**Run 1: where the registers sit**

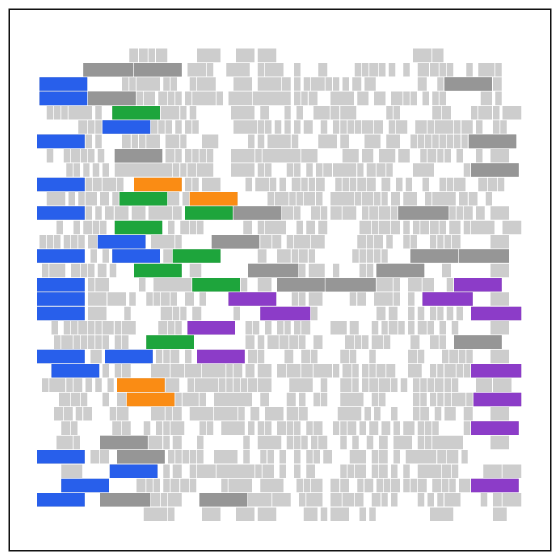
**Run 1: metal 2**

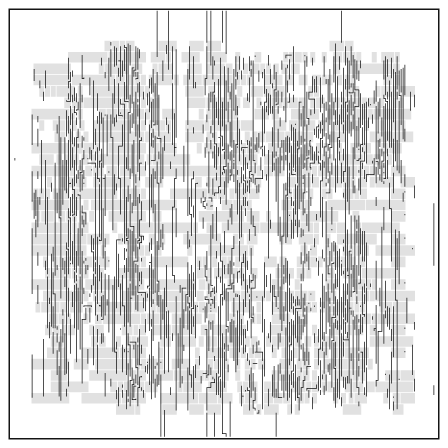
**Run 1: metal 3**

The bar under the picture is 20 um long.
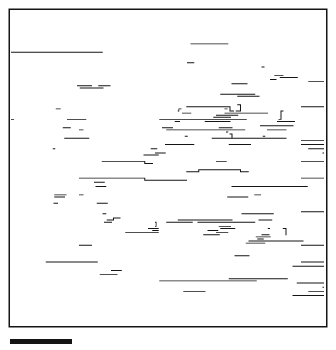
**Run 1: gate-type map**

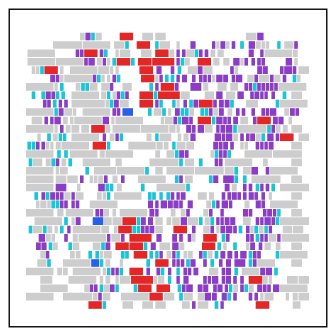
$ cat src/rtl/paddle_motion_ctrl_if.sv
// Button levels in, paddle positions and limit flags out, for the paddle motion controller.
// The master side (game logic / testbench) drives controls; the slave side is the controller.
interface paddle_motion_ctrl_if;
  logic        en;
  logic        bat_size;
  logic        p1p;
  logic        p1m;
  logic        p2p;
  logic        p2m;
  logic [10:0] p1_y;
  logic [10:0] p2_y;
  logic        p1_lim;
  logic        p2_lim;

  modport master (
    output en, bat_size, p1p, p1m, p2p, p2m,
    input  p1_y, p2_y, p1_lim, p2_lim
  );

  modport slave (
    input  en, bat_size, p1p, p1m, p2p, p2m,
    output p1_y, p2_y, p1_lim, p2_lim
  );
endinterface

$ cat src/rtl/paddle_motion_ctrl.sv
// Turns debounced paddle buttons into top-edge Y positions for two players,
// with hold-to-accelerate stepping, screen clamping and bat-length-aware limits.
module paddle_motion_ctrl #(
  parameter int TICK_DIV    = 500000,
  parameter int ACCEL_TICKS = 8,
  parameter int MAX_STEP    = 8,
  parameter int V_RES       = 480,
  parameter int BAT_SMALL   = 48,
  parameter int BAT_LARGE   = 96
) (
  input  logic                clk,
  input  logic                rst,
  paddle_motion_ctrl_if.slave bus
);

  localparam int Y_W    = 11;
  localparam int CNT_W  = (TICK_DIV > 1) ? $clog2(TICK_DIV) : 1;
  localparam int STEP_W = $clog2(MAX_STEP + 1);
  localparam int HOLD_W = $clog2(ACCEL_TICKS + 1);
  localparam logic [Y_W-1:0] Y_RESET = Y_W'((V_RES - BAT_SMALL) / 2);
  // A fresh press with single-tick acceleration already counts as one accelerated step.
  localparam logic [STEP_W-1:0] STEP_FRESH =
      (ACCEL_TICKS == 1 && MAX_STEP >= 2) ? STEP_W'(2) : STEP_W'(1);

  typedef enum logic [1:0] {
    DIR_IDLE = 2'd0,
    DIR_DOWN = 2'd1,
    DIR_UP   = 2'd2
  } dir_t;

  logic [CNT_W-1:0] tick_cnt_reg;
  logic             tick;
  logic [Y_W-1:0]   ymax;

  assign tick = (tick_cnt_reg == CNT_W'(TICK_DIV - 1));
  assign ymax = bus.bat_size ? Y_W'(V_RES - BAT_LARGE) : Y_W'(V_RES - BAT_SMALL);

  always_ff @(posedge clk or negedge rst) begin
    if (!rst) begin
      tick_cnt_reg <= '0;
    end else if (tick) begin
      tick_cnt_reg <= '0;
    end else begin
      tick_cnt_reg <= tick_cnt_reg + CNT_W'(1);
    end
  end

  logic [1:0]          btn_plus;
  logic [1:0]          btn_minus;
  logic [1:0][Y_W-1:0] y_out;
  logic [1:0]          lim_out;

  assign btn_plus  = {bus.p2p, bus.p1p};
  assign btn_minus = {bus.p2m, bus.p1m};

  genvar gi;
  generate
    for (gi = 0; gi < 2; gi++) begin : g_paddle
      logic [Y_W-1:0]    y_reg;
      logic              lim_reg;
      dir_t              dir_reg;
      logic [STEP_W-1:0] step_reg;
      logic [HOLD_W-1:0] hold_reg;

      dir_t           dir_req;
      logic [Y_W-1:0] move_amt;
      logic [Y_W:0]   y_sum;
      logic [Y_W-1:0] y_down;
      logic [Y_W-1:0] y_up;
      logic [Y_W-1:0] y_move;
      logic [Y_W-1:0] y_next;

      always_comb begin
        dir_req = DIR_IDLE;
        if (btn_plus[gi] && !btn_minus[gi]) begin
          dir_req = DIR_DOWN;
        end else if (btn_minus[gi] && !btn_plus[gi]) begin
          dir_req = DIR_UP;
        end

        move_amt = (dir_req == dir_reg) ? Y_W'(step_reg) : Y_W'(1);
        // One extra bit so y+step can never wrap before the ymax compare.
        y_sum  = {1'b0, y_reg} + {1'b0, move_amt};
        y_down = (y_sum > {1'b0, ymax}) ? ymax : y_sum[Y_W-1:0];
        y_up   = (y_reg < move_amt) ? '0 : (y_reg - move_amt);

        y_move = y_reg;
        if (dir_req == DIR_DOWN) begin
          y_move = y_down;
        end else if (dir_req == DIR_UP) begin
          y_move = y_up;
        end

        // Bat clamp wins over any movement on the same edge.
        y_next = y_reg;
        if (y_reg > ymax) begin
          y_next = ymax;
        end else if (tick && bus.en) begin
          y_next = y_move;
        end
      end

      always_ff @(posedge clk or negedge rst) begin
        if (!rst) begin
          y_reg    <= Y_RESET;
          lim_reg  <= 1'b0;
          dir_reg  <= DIR_IDLE;
          step_reg <= STEP_W'(1);
          hold_reg <= '0;
        end else begin
          y_reg   <= y_next;
          lim_reg <= (y_next == '0) || (y_next == ymax);
          if (tick) begin
            if (!bus.en || dir_req == DIR_IDLE) begin
              dir_reg  <= DIR_IDLE;
              step_reg <= STEP_W'(1);
              hold_reg <= '0;
            end else if (dir_req == dir_reg) begin
              if (hold_reg >= HOLD_W'(ACCEL_TICKS - 1)) begin
                hold_reg <= '0;
                if (step_reg < STEP_W'(MAX_STEP)) begin
                  step_reg <= step_reg + STEP_W'(1);
                end
              end else begin
                hold_reg <= hold_reg + HOLD_W'(1);
              end
            end else begin
              dir_reg  <= dir_req;
              step_reg <= STEP_FRESH;
              hold_reg <= HOLD_W'(1);
            end
          end
        end
      end

      assign y_out[gi]   = y_reg;
      assign lim_out[gi] = lim_reg;
    end
  endgenerate

  assign bus.p1_y   = y_out[0];
  assign bus.p2_y   = y_out[1];
  assign bus.p1_lim = lim_out[0];
  assign bus.p2_lim = lim_out[1];

endmodule
$ cat src/flat_wrapper.sv
// flat-port wrapper written by rule: the top's interface ports become plain ports
module paddle_motion_ctrl_flat 
#(
  parameter int TICK_DIV    = 500000,
  parameter int ACCEL_TICKS = 8,
  parameter int MAX_STEP    = 8,
  parameter int V_RES       = 480,
  parameter int BAT_SMALL   = 48,
  parameter int BAT_LARGE   = 96
)
  (clk, rst, bus_en, bus_bat_size, bus_p1p, bus_p1m, bus_p2p, bus_p2m, bus_p1_y, bus_p2_y, bus_p1_lim, bus_p2_lim);
  paddle_motion_ctrl_if bus_i ();
  input  logic clk;
  input  logic rst;
  input wire logic [$bits(bus_i.en)-1:0] bus_en;
  input wire logic [$bits(bus_i.bat_size)-1:0] bus_bat_size;
  input wire logic [$bits(bus_i.p1p)-1:0] bus_p1p;
  input wire logic [$bits(bus_i.p1m)-1:0] bus_p1m;
  input wire logic [$bits(bus_i.p2p)-1:0] bus_p2p;
  input wire logic [$bits(bus_i.p2m)-1:0] bus_p2m;
  output wire logic [$bits(bus_i.p1_y)-1:0] bus_p1_y;
  output wire logic [$bits(bus_i.p2_y)-1:0] bus_p2_y;
  output wire logic [$bits(bus_i.p1_lim)-1:0] bus_p1_lim;
  output wire logic [$bits(bus_i.p2_lim)-1:0] bus_p2_lim;
  assign bus_i.en = bus_en;
  assign bus_i.bat_size = bus_bat_size;
  assign bus_i.p1p = bus_p1p;
  assign bus_i.p1m = bus_p1m;
  assign bus_i.p2p = bus_p2p;
  assign bus_i.p2m = bus_p2m;
  assign bus_p1_y = bus_i.p1_y;
  assign bus_p2_y = bus_i.p2_y;
  assign bus_p1_lim = bus_i.p1_lim;
  assign bus_p2_lim = bus_i.p2_lim;
  paddle_motion_ctrl #(.TICK_DIV(TICK_DIV), .ACCEL_TICKS(ACCEL_TICKS), .MAX_STEP(MAX_STEP), .V_RES(V_RES), .BAT_SMALL(BAT_SMALL), .BAT_LARGE(BAT_LARGE)) u_core (.clk(clk), .rst(rst), .bus(bus_i));
endmodule
$ cat config.mk
export PLATFORM = sky130hd
export DESIGN_NAME = paddle_motion_ctrl_flat
export DESIGN_NICKNAME = d
export VERILOG_FILES = /design/src/rtl/paddle_motion_ctrl_if.sv /design/src/rtl/paddle_motion_ctrl.sv /design/src/flat_wrapper.sv
export SDC_FILE = /design/constraint.sdc
export NUM_CORES = 1
export LEC_CHECK = 0
export ABC_AREA = 1
export CAP_MARGIN = 20
export CORE_MARGIN = 5
export CORE_UTILIZATION = 62
export CTS_BUF_LIST = sky130_fd_sc_hd__clkbuf_4
export DETAILED_ROUTE_END_ITERATION = 8
export PLACE_DENSITY_LB_ADDON = 0.12
export REMOVE_ABC_BUFFERS = 1
export SETUP_SLACK_MARGIN = 0.15
export SKIP_CTS_REPAIR_TIMING = 1
export SLEW_MARGIN = 25
export SYNTH_ARGS = -nofsm -noshare
export SYNTH_HDL_FRONTEND = slang
export SYNTH_SLANG_ARGS = --single-unit
$ cat constraint.sdc
create_clock -name clk -period 9.79 [get_ports clk]
set_clock_uncertainty 0.05 [all_clocks]
set_input_delay 2.937 -clock clk [delete_from_list [all_inputs] [get_ports clk]]
set_output_delay 2.937 -clock clk [all_outputs]
set_load 0.01 [all_outputs]
==> qor.yml, run 1 <==
cts:
  clk_pin_slew_worst_paths_ns: 0.13
  htree_levels: 3
synth:
  number_of_enable_type_register_cells_in_the_synthesized_netlist: 0
  yosys.area_share.adder: 0.09776
  postSynthSeqShare: 0.2999
sta:
  maxSlewHeadroom: 0.4788
  setup_repair_after_global_routing_missed_its_margin: "no"
  maxClockFrequency_ghz: 0.1434
  worst_tran_pin_value_ns: 0.7818
pwr:
  power.share.sequential: 0.426
  power_per_cell_area_nw_per_um2: 117.0
worst_setup_path:
  worstPathArrival_ns: 7.28
  cp.depth: 32
  crit_path_top_cell_by_count: "nand2_1"
final_layout:
  postLayoutCoreUtil: 0.7044
  antenna_cells_inserted: 0
floorplan:
  coreArea_um2: 8258
  chipHeight_um: 102.4
  die-area_um2: 10500
route:
  average_wire_length_per_cell_after_detail_routing_um: 13.93
  drt_pre_antenna_iters: 5
  detail_route.iter0.violations: 308
global_routing:
  global_route.peak_usage_layer: "met2"
run_status:
  run_status: "completed"
placed_design:
  gp_routability_congestion: 0.9376
  post-place-ws_ns: 2.430
min_path:
  timing.hold.worst_endpoint: "u_core.tick_cnt_reg[0]$_DFF_PN0_"
flow_run:
  timing.max_cap.violations: 0
-- 'where the registers sit' (at the start) --
[purple] `u_core.bus.p1_y` | placed flops: 11
[green] `u_core.g_paddle.hold_reg` | placed flops: 8
[orange] `u_core.g_paddle.dir_reg` | placed flops: 4 | where: middle left
[blue] `u_core.tick_cnt_reg` | placed flops: 19
not colored: 21

-- 'metal 2' (at the start) --
main direction: vertical
share of all routed wire: 50%
wire length on this layer: 6450 um
total via count after detailed routing: 5173
met2 Usage GRT: 0.4503
Total Wirelength: 12870 um

-- 'metal 3' (at the start) --
wire length on this layer: 773 um
longest straight run: 31.3 um
share of all routed wire: 6.0%
nets with wire on the layer: 90
main direction: horizontal

-- 'gate-type map' (at the start) --
[red] fa/ha/maj cells | cells: 39 | most used: ha_1
[blue] non-inverting ao/oa cells | cells: 3 | most used: a32o_1
[purple] nand cells | cells: 318 | most used: nand2_1
[cyan] inv cells | cells: 147 | most used: inv_1 | where: widely spread
combinational share of cell area: 0.5307
number of standard cells in the final layout excluding fillers: 924

## run 1: Yosys cell counts (2+ instances only)
cell        n
o21ai_0    32
ha_1       35
o22ai_1     2
nand4_1    13
buf_4       2
nor4_1      5
dfstp_2    10
fa_1        4
o311ai_0    2
dfrtp_1    53
inv_1     133
buf_2       6
a22oi_1     2
a21oi_2     3
a31oi_1     2
clkbuf_1    2
nand2_1   203
nor3_1     12
a32o_1      2
nand2_2    21
o211ai_1    8
o21bai_1    2
nor3_2      5
nand3_1    76
nor2_2      5
xor2_1      8
inv_2      13
o31ai_1     2
xnor2_1     4
a21oi_1    24
buf_6       2
nand3_2     4
nor2_1     66
nor2_4      2
## run 1: metal layers
metal  wire length, um  part of all wire
met1              5446              0.42
met2              6446              0.50
met3               772             0.060
met4               206             0.016
met5                 0                 0
## run 1: cell type report
class                   count  area [um^2]
clock buffers              10        75.07
clock inverters             6        70.07
fillers                   704         2441
inverters                 147        551.8
multi-input cells         561         3087
flip-flops and latches     63         1589
well taps                 105        131.4
repair buffers             32        312.8
## run 1: placed cells by master, fill, tap and decap left out, types with 3 or more instances in the layout
cell,synthesis,routed
nand2_1,203,203
inv_1,133,133
nand3_1,76,76
nor2_1,66,66
dfrtp_1,53,53
ha_1,35,35
o21ai_0,32,32
clkdlybuf4s50_1,0,30
a21oi_1,24,24
nand2_2,21,21
nand4_1,13,13
inv_2,13,13
nor3_1,12,12
clkbuf_4,0,10
dfstp_2,10,10
xor2_1,8,8
o211ai_1,8,8
nor3_2,5,5
nor4_1,5,5
nor2_2,5,5
nand3_2,4,4
xnor2_1,4,4
fa_1,4,4
a21oi_2,3,3
clkinvlp_4,0,3
**Run 1: congestion heat map**

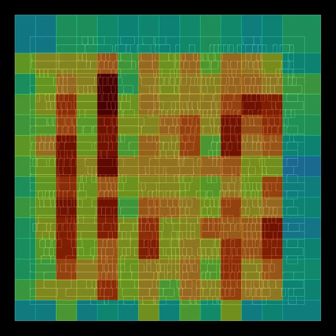

==> inputs of run 2 (changes only) <==
--- a/config.mk
+++ b/config.mk
@@ -8,7 +8,7 @@
 export ABC_AREA = 1
 export CAP_MARGIN = 20
 export CORE_MARGIN = 5
-export CORE_UTILIZATION = 62
+export CORE_UTILIZATION = 56
 export CTS_BUF_LIST = sky130_fd_sc_hd__clkbuf_4
 export DETAILED_ROUTE_END_ITERATION = 8
 export PLACE_DENSITY_LB_ADDON = 0.12
==> constraint.sdc (replaced) <==
create_clock -name clk -period 5.9 [get_ports clk]
set_clock_uncertainty 0.05 [all_clocks]
set_input_delay 1.77 -clock clk [delete_from_list [all_inputs] [get_ports clk]]
set_output_delay 1.77 -clock clk [all_outputs]
set_load 0.01 [all_outputs]
**Run 2: congestion heat map**

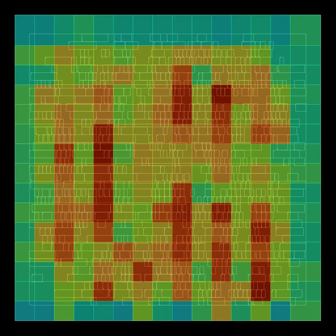
average wire length per cell after detail routing: 13.41 um
highest-utilization routing layer at the global route stage: met2
final core occ: 0.6413
met3 demand-to-capacity share in global routing: 0.02879

**Run 2: metal 3**

The bar under the picture is 20 um long.
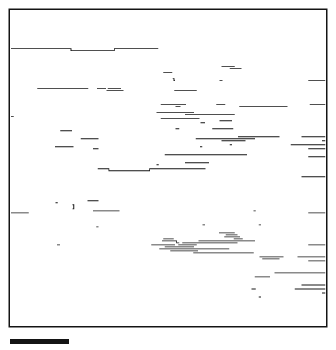
wire length on this layer: 607 um
share of all routed wire: 4.8%
nets with wire on the layer: 63
longest straight run: 27.6 um
total via count after detailed routing: 5054
Total Wirelength: 12780 um

==> run 2 against run 1 <==
Compared with the run above:
- die area increased by 9.7%
- critical path depth unchanged
- flip-flop count unchanged
- first-iteration DRC count decreased by 31%
- worst hold slack improved by 0.013 ns
- register-to-register slack lost 3.6 ns
- clock power is 66% higher
- synthesized area unchanged
- sequential power increased by 66%
- largest cell class unchanged
==> qor.yml, run 2 <==
run_status:
  run_status: "completed"  # unchanged
cts:
  clk_pin_slew_worst_paths_ns: 0.12  # was 0.13 ns
  htree_levels: 3  # unchanged
worst_setup_path:
  endpoint_required_time_on_the_critical_path_ns: 6.18  # was 10.09 ns
  critical-path-slowest-cell: "clkdlybuf4s50_1"  # unchanged
  critical-path-max-stage-delay_ns: 0.48  # was 0.51 ns
  worstPathArrival_ns: 5.66  # was 7.28 ns
  crit_path_top_cell_by_count: "nand2_1"  # unchanged
min_path:
  hold_wc_path_type: "register to register"  # unchanged
  timing.hold.worst.start: "u_core.tick_cnt_reg[0]$_DFF_PN0_"  # unchanged
  timing.hold.worst_path_depth: 1  # unchanged
  timing.hold.worst_endpoint: "u_core.tick_cnt_reg[0]$_DFF_PN0_"  # unchanged
final_layout:
  mostFrequentLayoutCell: "nand2_1"  # unchanged
  final-instance-count-excl-fill: 953  # was 924
  antenna_cells_inserted: 0  # unchanged
  lay_top_cells: "202 x nand2_1, 133 x inv_1, 76 x nand3_1, 63 x nor2_1, 53 x dfrtp_1"  # was 203 x nand2_1, 133 x inv_1, 76 x nand3_1, 66 x nor2_1, 53 x dfrtp_1
  fill_cells: 846  # was 704
  drive_above_1_share: 0.1214  # was 0.1062
floorplan:
  die-area_um2: 11510  # was 10500 um^2
  coreArea_um2: 9240  # was 8258 um^2
  chipHeight_um: 107.3  # was 102.4 um
sta:
  worst_tran_pin_value_ns: 0.6690  # was 0.7818 ns
  maxClockFrequency_ghz: 0.1860
  finalMaxSlewViolations: 0  # unchanged
  setup_repair_after_global_routing_missed_its_margin: "yes"  # was no
  maxSlewHeadroom: 0.5540  # was 0.4788
  period_minus_slack_ns: 5.377
flow_run:
  timing.max_cap.violations: 0  # unchanged
synth:
  yosys.area.top_type_share: 0.2503  # unchanged
  postSynthSeqShare: 0.2999  # unchanged
  yosys.cell_count.top_type: "nand2_1"  # unchanged
  number_of_enable_type_register_cells_in_the_synthesized_netlist: 0  # unchanged
  netlist_top_cells_count: "203 x nand2_1, 133 x inv_1, 76 x nand3_1"  # unchanged
placed_design:
  gp_routability_congestion: 0.9875  # was 0.9376
route:
  drt_pre_antenna_iters: 5  # unchanged
  detail_route.iter0.violations: 212  # was 308
  vias_per_cell: 5.303  # was 5.598
pwr:
  power.share.sequential: 0.424  # was 0.426
  power_per_cell_area_nw_per_um2: 191.8  # was 117.0 nW/um^2
==> run 2: cell counts after synthesis <==
Identical to the previous run, type by type.
==> run 2: layout make-up <==
| type | instances | area (um^2) | share of cell area |
|---|---|---|---|
| multi-input combinational | 561 | 3127 | 0.5277 |
| sequential | 63 | 1589 | 0.2682 |
| inverter | 147 | 551.8 | 0.09312 |
| timing repair buffer | 37 | 350.3 | 0.05912 |
| tap | 129 | 161.4 | 0.02724 |
| clock buffer | 10 | 75.07 | 0.01267 |
| clock inverter | 6 | 71.32 | 0.01204 |
==> run 2: critical path: cells and delay by family <==
| kind | cells | cell delay, ns |
|---|---|---|
| adders and majority gates | 3 | 0.81 |
| xor gates and xnor gates | 2 | 0.43 |
| and+or+nand+nor | 18 | 1.67 |
| AOI/OAI and AO/OA | 2 | 0.19 |
| buffers and inverters | 7 | 0.80 |
==> run 2: cells by family (layout without fill, tap and decap cells) <==
group | after synthesis | count (layout) | share of synthesized area
AOI/OAI and AO/OA | 88 | 88 | 0.1018
buffers and inverters | 159 | 200 | 0.1183
and+or+nand+nor | 419 | 419 | 0.3587
DFF | 63 | 63 | 0.2999
other | 1 | 2 | 0.0007077
adders and majority gates | 39 | 39 | 0.09776
xor gates and xnor gates | 13 | 13 | 0.02291
==> run 2: metrics by stage <==
stage	utilization	power, mW	setup slack [ns]
6_report	0.6413	1.137	0.5229
2_1_floorplan	-	0.7136	0.7602
5_1_grt	0.6413	1.214	0.1000
3_3_place_gp	0.6211	0.8134	0.01325
3_5_place_dp	0.6211	0.8224	-0.1579
4_1_cts	0.6370	1.137	0.2793
==> run 2: metal layers <==
metal	vias to the layer above	global-route usage	part of all wire
met4	0	0.07032	0.016
met1	2339	0.3050	0.44
met5	-	0	0
met2	131	0.4097	0.50
met3	22	0.02879	0.047
li1	2562	-	-
Power is estimated from default activity; no workload was simulated.
